Fig. 1: run 1, clock distribution
Bar = 50 microns.
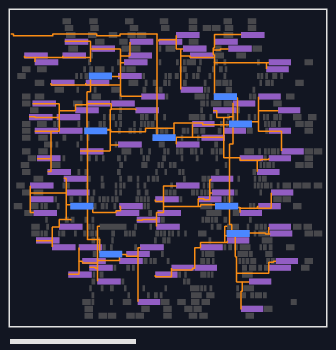
Fig. 2: run 1, selected gate families
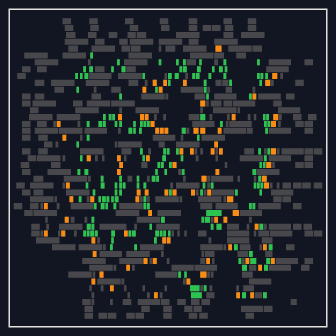
Fig. 3: run 1, the metal 2 layer
Cells faint in the background.
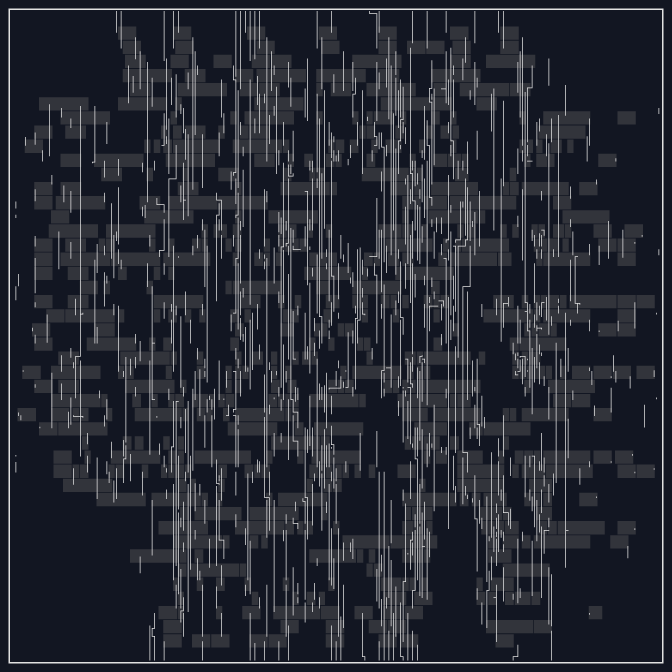
Fig. 4: run 1, cell classes on the final placement
Bar = 50 microns.
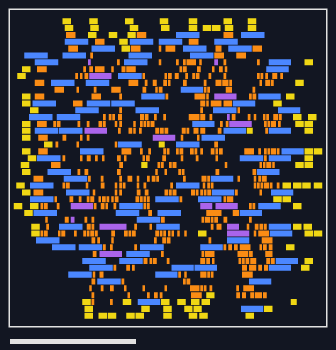
**config.mk**
```make
export PLATFORM = sky130hd
export DESIGN_NAME = knn_result_reader
export DESIGN_NICKNAME = d
export VERILOG_FILES = /design/src/rtl/knn_pkg.sv /design/src/rtl/knn_vote_tally.sv /design/src/rtl/knn_result_reader.sv
export SDC_FILE = /design/constraint.sdc
export NUM_CORES = 1
export LEC_CHECK = 0
export ABC_AREA = 1
export CAP_MARGIN = 0
export CORE_UTILIZATION = 30
export CTS_CLUSTER_DIAMETER = 100
export DETAILED_ROUTE_END_ITERATION = 7
export GPL_ROUTABILITY_DRIVEN = 0
export PLACE_DENSITY_LB_ADDON = 0.08
export SLEW_MARGIN = 20
export SYNTH_ARGS = -nofsm -noshare
export SYNTH_HDL_FRONTEND = slang
export SYNTH_SLANG_ARGS = --single-unit
```
**constraint.sdc**
```tcl
create_clock -name clk -period 5.4 [get_ports clk]
set_input_delay 0.81 -clock clk [delete_from_list [all_inputs] [get_ports clk]]
set_output_delay 0.81 -clock clk [all_outputs]
set_load 0.01 [all_outputs]
```
**src/rtl/knn_pkg.sv**
```systemverilog
// Shared types and constants for the K-nearest-neighbour result reader.
// An entry is {group bit, distance}; distance all-ones marks a slot that was never filled.
package knn_pkg;

    localparam int K      = 5;
    localparam int REG_W  = 12;
    localparam int DIST_W = 11;

    localparam logic [DIST_W-1:0] EMPTY_DIST = 11'h7FF;
    localparam logic [2:0]        LAST_IDX   = 3'(K - 1);

    typedef logic [REG_W-1:0] knn_entry_t;

    localparam knn_entry_t EMPTY_ENTRY = '1;

    typedef enum logic [1:0] {
        RD_IDLE   = 2'd0,
        RD_STREAM = 2'd1,
        RD_RESULT = 2'd2
    } knn_rd_state_t;

    // Emptiness looks only at the distance field; the group bit never takes part.
    function automatic logic entry_is_empty(input knn_entry_t e);
        return e[DIST_W-1:0] == EMPTY_DIST;
    endfunction

endpackage

```
**src/rtl/knn_vote_tally.sv**
```systemverilog
// Counts group votes of accepted non-empty entries and keeps a registered majority decision,
// with ties resolved toward the nearest entry's group and an empty query voting group 0.
module knn_vote_tally
    import knn_pkg::*;
(
    input  logic       clk,
    input  logic       rst_n,
    input  logic       i_clear,
    input  logic       i_accept,
    input  logic       i_group,
    input  logic       i_empty,
    input  logic       i_nearest_group,
    output logic [2:0] o_votes_g1,
    output logic [2:0] o_votes_total,
    output logic       o_result_group
);

    logic [2:0] r_votes_g1;
    logic [2:0] r_votes_total;
    logic       r_result_group;

    logic [2:0] w_g1_nxt;
    logic [2:0] w_total_nxt;
    logic [3:0] w_twice_g1;
    logic [3:0] w_total_ext;
    logic       w_decision;

    assign w_g1_nxt    = r_votes_g1 + {2'b00, (~i_empty & i_group)};
    assign w_total_nxt = r_votes_total + {2'b00, ~i_empty};
    assign w_twice_g1  = {w_g1_nxt, 1'b0};
    assign w_total_ext = {1'b0, w_total_nxt};

    // Decision is formed from the post-accept counts so it is ready with the last vote.
    always_comb begin
        w_decision = 1'b0;
        if (w_total_nxt == 3'd0)
            w_decision = 1'b0;
        else if (w_twice_g1 > w_total_ext)
            w_decision = 1'b1;
        else if (w_twice_g1 < w_total_ext)
            w_decision = 1'b0;
        else
            w_decision = i_nearest_group;
    end

    always_ff @(posedge clk or negedge rst_n) begin
        if (!rst_n) begin
            r_votes_g1     <= 3'd0;
            r_votes_total  <= 3'd0;
            r_result_group <= 1'b0;
        end else if (i_clear) begin
            r_votes_g1     <= 3'd0;
            r_votes_total  <= 3'd0;
            r_result_group <= 1'b0;
        end else if (i_accept) begin
            r_votes_g1     <= w_g1_nxt;
            r_votes_total  <= w_total_nxt;
            r_result_group <= w_decision;
        end
    end

    assign o_votes_g1     = r_votes_g1;
    assign o_votes_total  = r_votes_total;
    assign o_result_group = r_result_group;

endmodule

```
**src/rtl/knn_result_reader.sv**
```systemverilog
// Snapshots the K nearest entries on a start pulse, streams them nearest-first over valid/ready,
// then presents the vote-based classification. Both ports: a beat transfers when valid & ready; valid holds until then.
module knn_result_reader
    import knn_pkg::*;
(
    input  logic                 clk,
    input  logic                 rst_n,
    input  logic                 i_start,
    input  logic [K*REG_W-1:0]   i_smallest,
    output logic                 o_busy,
    output logic                 o_entry_valid,
    input  logic                 i_entry_ready,
    output logic [DIST_W-1:0]    o_entry_dist,
    output logic                 o_entry_group,
    output logic [2:0]           o_entry_idx,
    output logic                 o_entry_empty,
    output logic                 o_entry_last,
    output logic                 o_result_valid,
    input  logic                 i_result_ready,
    output logic                 o_result_group,
    output logic [2:0]           o_votes_g1,
    output logic [2:0]           o_votes_total,
    output logic [1:0]           o_dbg_state
);

    knn_rd_state_t     r_state;
    knn_entry_t        r_snap [K];
    logic [2:0]        r_idx;
    logic              r_busy;
    logic              r_entry_valid;
    logic [DIST_W-1:0] r_entry_dist;
    logic              r_entry_group;
    logic              r_entry_empty;
    logic              r_entry_last;
    logic              r_result_valid;

    logic       w_capture;
    logic       w_accept;
    logic [2:0] w_next_idx;
    knn_entry_t w_first;
    knn_entry_t w_next_entry;

    assign w_capture    = (r_state == RD_IDLE) & i_start;
    assign w_accept     = (r_state == RD_STREAM) & r_entry_valid & i_entry_ready;
    assign w_next_idx   = r_idx + 3'd1;
    assign w_first      = i_smallest[REG_W-1:0];
    assign w_next_entry = (r_idx == LAST_IDX) ? r_snap[0] : r_snap[w_next_idx];

    always_ff @(posedge clk or negedge rst_n) begin
        if (!rst_n) begin
            r_state        <= RD_IDLE;
            for (int i = 0; i < K; i++) r_snap[i] <= EMPTY_ENTRY;
            r_idx          <= 3'd0;
            r_busy         <= 1'b0;
            r_entry_valid  <= 1'b0;
            r_entry_dist   <= '0;
            r_entry_group  <= 1'b0;
            r_entry_empty  <= 1'b0;
            r_entry_last   <= 1'b0;
            r_result_valid <= 1'b0;
        end else begin
            case (r_state)
                RD_IDLE: begin
                    if (i_start) begin
                        for (int i = 0; i < K; i++) r_snap[i] <= i_smallest[i*REG_W +: REG_W];
                        r_idx         <= 3'd0;
                        r_busy        <= 1'b1;
                        r_entry_valid <= 1'b1;
                        r_entry_dist  <= w_first[DIST_W-1:0];
                        r_entry_group <= w_first[REG_W-1];
                        r_entry_empty <= entry_is_empty(w_first);
                        r_entry_last  <= (LAST_IDX == 3'd0);
                        r_state       <= RD_STREAM;
                    end
                end
                RD_STREAM: begin
                    if (w_accept) begin
                        if (r_idx == LAST_IDX) begin
                            r_entry_valid  <= 1'b0;
                            r_result_valid <= 1'b1;
                            r_state        <= RD_RESULT;
                        end else begin
                            r_idx         <= w_next_idx;
                            r_entry_dist  <= w_next_entry[DIST_W-1:0];
                            r_entry_group <= w_next_entry[REG_W-1];
                            r_entry_empty <= entry_is_empty(w_next_entry);
                            r_entry_last  <= (w_next_idx == LAST_IDX);
                        end
                    end
                end
                RD_RESULT: begin
                    if (i_result_ready) begin
                        r_result_valid <= 1'b0;
                        r_busy         <= 1'b0;
                        r_state        <= RD_IDLE;
                    end
                end
                default: r_state <= RD_IDLE;
            endcase
        end
    end

    knn_vote_tally u_tally (
        .clk             (clk),
        .rst_n           (rst_n),
        .i_clear         (w_capture),
        .i_accept        (w_accept),
        .i_group         (r_entry_group),
        .i_empty         (r_entry_empty),
        .i_nearest_group (r_snap[0][REG_W-1]),
        .o_votes_g1      (o_votes_g1),
        .o_votes_total   (o_votes_total),
        .o_result_group  (o_result_group)
    );

    assign o_busy         = r_busy;
    assign o_entry_valid  = r_entry_valid;
    assign o_entry_dist   = r_entry_dist;
    assign o_entry_group  = r_entry_group;
    assign o_entry_idx    = r_idx;
    assign o_entry_empty  = r_entry_empty;
    assign o_entry_last   = r_entry_last;
    assign o_result_valid = r_result_valid;
    assign o_dbg_state    = r_state;

endmodule

```
==> Table 3: Implementation characteristics, run 1 <==
Physical implementation characteristics

Parameter                              Value

Route
  Drc violations    9
  Detail-routed net length per standard cell    around 15 microns
  Wire length reported by the detailed router    around 12000 microns
  Highest routing layer actually used    met4
  Count of routing violations after the opening detailed-route iteration    between 200 and 250
  Met3 wire length    around 540 microns

Critical path
  Critical Path Most Common Cell    nand2_1
  Library cell contributing the largest single delay on the critical path    ha_1
  Critical path's top delay family    buffers and inverters
  Arr. time, crit path    ~3400 ps
  Setup slack, reg-to-reg    around 2300 ps

Floorplan
  Fp_density    31.1%
  Die x size    between 100 and 150 microns
  Core ar.    ~0.015 sq mm

Yosys
  Synth top area cells    dfstp_2, dfrtp_1, nand2_1
  Gate count of the mapped netlist    between 500 and 600
  Cell with the most instances after synthesis    nand2_1
  AND/OR/NAND/NOR Cells, Area Fraction    21.2%
  Share of synthesized area occupied by flip-flops and latches    between 50% and 60%
  Xor+xnor area frac    less than 1%
  Yosys Instances    between 500 and 600
  Mean Syn Cell Area    about 8.6 sq um
  Synth top cells by count    nand2_1, dfstp_2, nor2_1
  Area share of fa/ha/maj cells after synthesis    ~2.5%
  Post-synth EDFFs    0
  Main kind of combinational logic by area    simple AND/OR/NAND/NOR gates
  Cell taking the most area after synthesis    dfstp_2

Final timing
  Setup violation total in the final timing report    0
  Shortest clock period the worst path allows after layout    between 3000 and 4000 ps
  Highest achievable clock rate    approximately 320 MHz
  Setup ws final    approximately 2300 ps

Clocking
  CTS clock-pin slew for the worst setup and hold paths    approximately 70 ps
  TritonCTS clock tree    done
  Resized Gates After CTS    0
  Cell at the root of the clock tree    clkbuf_16
  Number of H-tree levels    3

Place
  Setup WS pre-CTS    approximately 2300 ps
  Total placed instance area    approximately 0.0056 sq mm

Run status
  Violated checks    design-rule violations
  Result of the run    finished with violations

Layout
  Register with the highest flop count    r_snap
  Fill cells    ~1500
  Most frequently placed logic cells in the final layout    nand2_1, clkdlybuf4s50_1, nor2_1, dfstp_2, a21oi_1
  Max FFs per register    60
  Layout overhead on the synthesized area    29.2%

Pwr
  Total Power    about 3.7 mW
  Share of total power in sequential cells    around a third
  Total power density per cell area    ~630 mW/mm^2

Global routing
  Number of antenna violations at the first check in global routing    0

Flow run
  Max capacitance violation total    0
Back to the opening pictures, Fig. 1:
[clock-net drivers] blue | count: 9
[clock wires] orange | length: 1260 microns
[flip-flops] purple | count: 89
flops lie	all over the die
routed clock nets	10

Back to the opening pictures, Fig. 2:
family	colour	cells	most used
nand cells	green	170	nand2_1
aoi and oai cells	orange	84	a21oi_1

Back to the opening pictures, Fig. 3:
main direction	vertical
wire length on this layer	5410 microns
longest straight run	49.0 microns
share of all routed wire	45%
nets with wire on the layer	541

Back to the opening pictures, Fig. 4:
class	colour	cells	share of their area
remaining logic cells	orange	416	37%
clock drivers and dummy loads	purple	16	5.3%
registers	blue	89	41%
remaining buffers and delay cells	yellow	96	17%

run 1: path summary, 6_finish.rpt:
path | from | endpoint | cells after the start
worst max-delay path | o_entry_idx[0] | o_entry_empty | 13
worst min-delay path | rst_n | u_tally.o_votes_g1[1] | 1
worst max register to register | o_entry_idx[0] | o_entry_empty | 13
worst min register to register | r_snap[43] | r_snap[43] | 2
max in group asynchronous | rst_n | r_snap[45] | 2
min in group clk | r_snap[43] | r_snap[43] | 2
run 1: layout make-up:
cell class                      instances  area share, %
Timing Repair Buffer                   96           16.1
Clock buffer                           13           4.40
Sequential cell                        89           39.0
Tap cell                              184           3.90
Inverter                               54           3.47
Clock inverter                          3          0.677
Multi-Input combinational cell        362           32.5
Fig. 5: run 1, cell placement
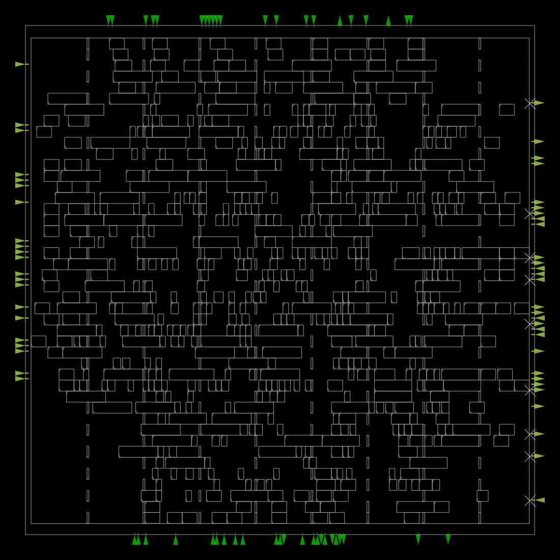

## Run 2: what changed since run 1
==> constraint.sdc (replaced) <==
create_clock -name clk -period 2.7 [get_ports clk]
set_input_delay 0.405 -clock clk [delete_from_list [all_inputs] [get_ports clk]]
set_output_delay 0.405 -clock clk [all_outputs]
set_load 0.01 [all_outputs]
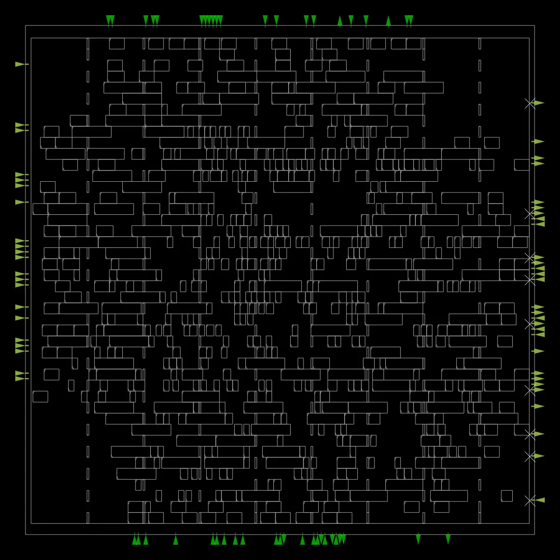
Fig. 6. Cell placement (run 2).
FFs & Latches: 89
number of rows created at floorplan: 44

==> run 2 against run 1 <==
  * The run still ends with design-rule violations left
  * Critical endpoint unchanged
  * Combinational power increased by 110%
  * Clock skew is 4.4 ps lower
  * Register-to-register slack got worse by 1700 ps
  * First-iteration DRC count grew 15%
==> Table 3: Implementation characteristics, run 2 <==
Physical implementation characteristics

Parameter                              Value

Yosys
  Mean Syn Cell Area    between 8 and 9 sq um
  Post-synth EDFFs    0
  Gate count of the mapped netlist    532

Critical path
  Crit path to    o_entry_empty
  Arr. time, crit path    2320 ps
  Worst reg2reg path depth    12
  Critical Path Stages    12
  Worst reg2reg path startpoint    o_entry_idx[1]
  Setup slack, reg-to-reg    620 ps

Route
  Detail-routed net length per standard cell    15.6 microns
  Highest routing layer actually used    met4
  Count of routing violations after the opening detailed-route iteration    between 200 and 250
  Drc violations    9
  Met3 wire length    718 microns

Floorplan
  Die x size    around 130 microns
  Fp_density    between 30 and 40%

Layout
  Most frequently placed logic cells in the final layout    nand2_1, clkdlybuf4s50_1, nor2_1, dfstp_2, a21oi_1
  Register with the highest flop count    r_snap
  Layout overhead on the synthesized area    30.6%

Place
  Setup WS pre-CTS    between 600 and 700 ps

Run status
  Result of the run    finished with violations
  Violated checks    design-rule violations

Final timing
  Setup violation total in the final timing report    0
  Setup ws final    just over 600 ps

Clocking
  Resized Gates After CTS    0

Pwr
  Total power density per cell area    about 1300 mW/mm^2

Flow run
  Max capacitance violation total    0
run 2: cell type report:
type	count	area (sq um)
Tap cell	184	230
Clock buffer	12	267
Timing Repair Buffer	104	1020
Multi-Input combinational cell	362	1920
Sequential cell	89	2300
Clock inverter	4	25.0
Fill cell	1482	8720
Inverter	54	205
run 2: logic make-up after synthesis:
logic type,share of synthesized area [%]
AOI/OAI and AO/OA,10.4
adders and majority gates,2.46
and+or+nand+nor,21.2
muxes,7.38
xor gates and xnor gates,0.383
buffers and inverters,7.85
DFF,50.3
run 2: power by group through the flow:
stage	Combinational (mW)	Clock, mW	Sequential (mW)
after floorplan	2.45	0	2.59
after detailed placement	3.66	0	2.62
after CTS	3.68	1.28	2.60
after global routing	4.12	1.33	2.68
final	3.66	1.24	2.60
after global placement	3.64	0	2.61
Power figures rest on the tool's default switching activity, not on a simulated workload.
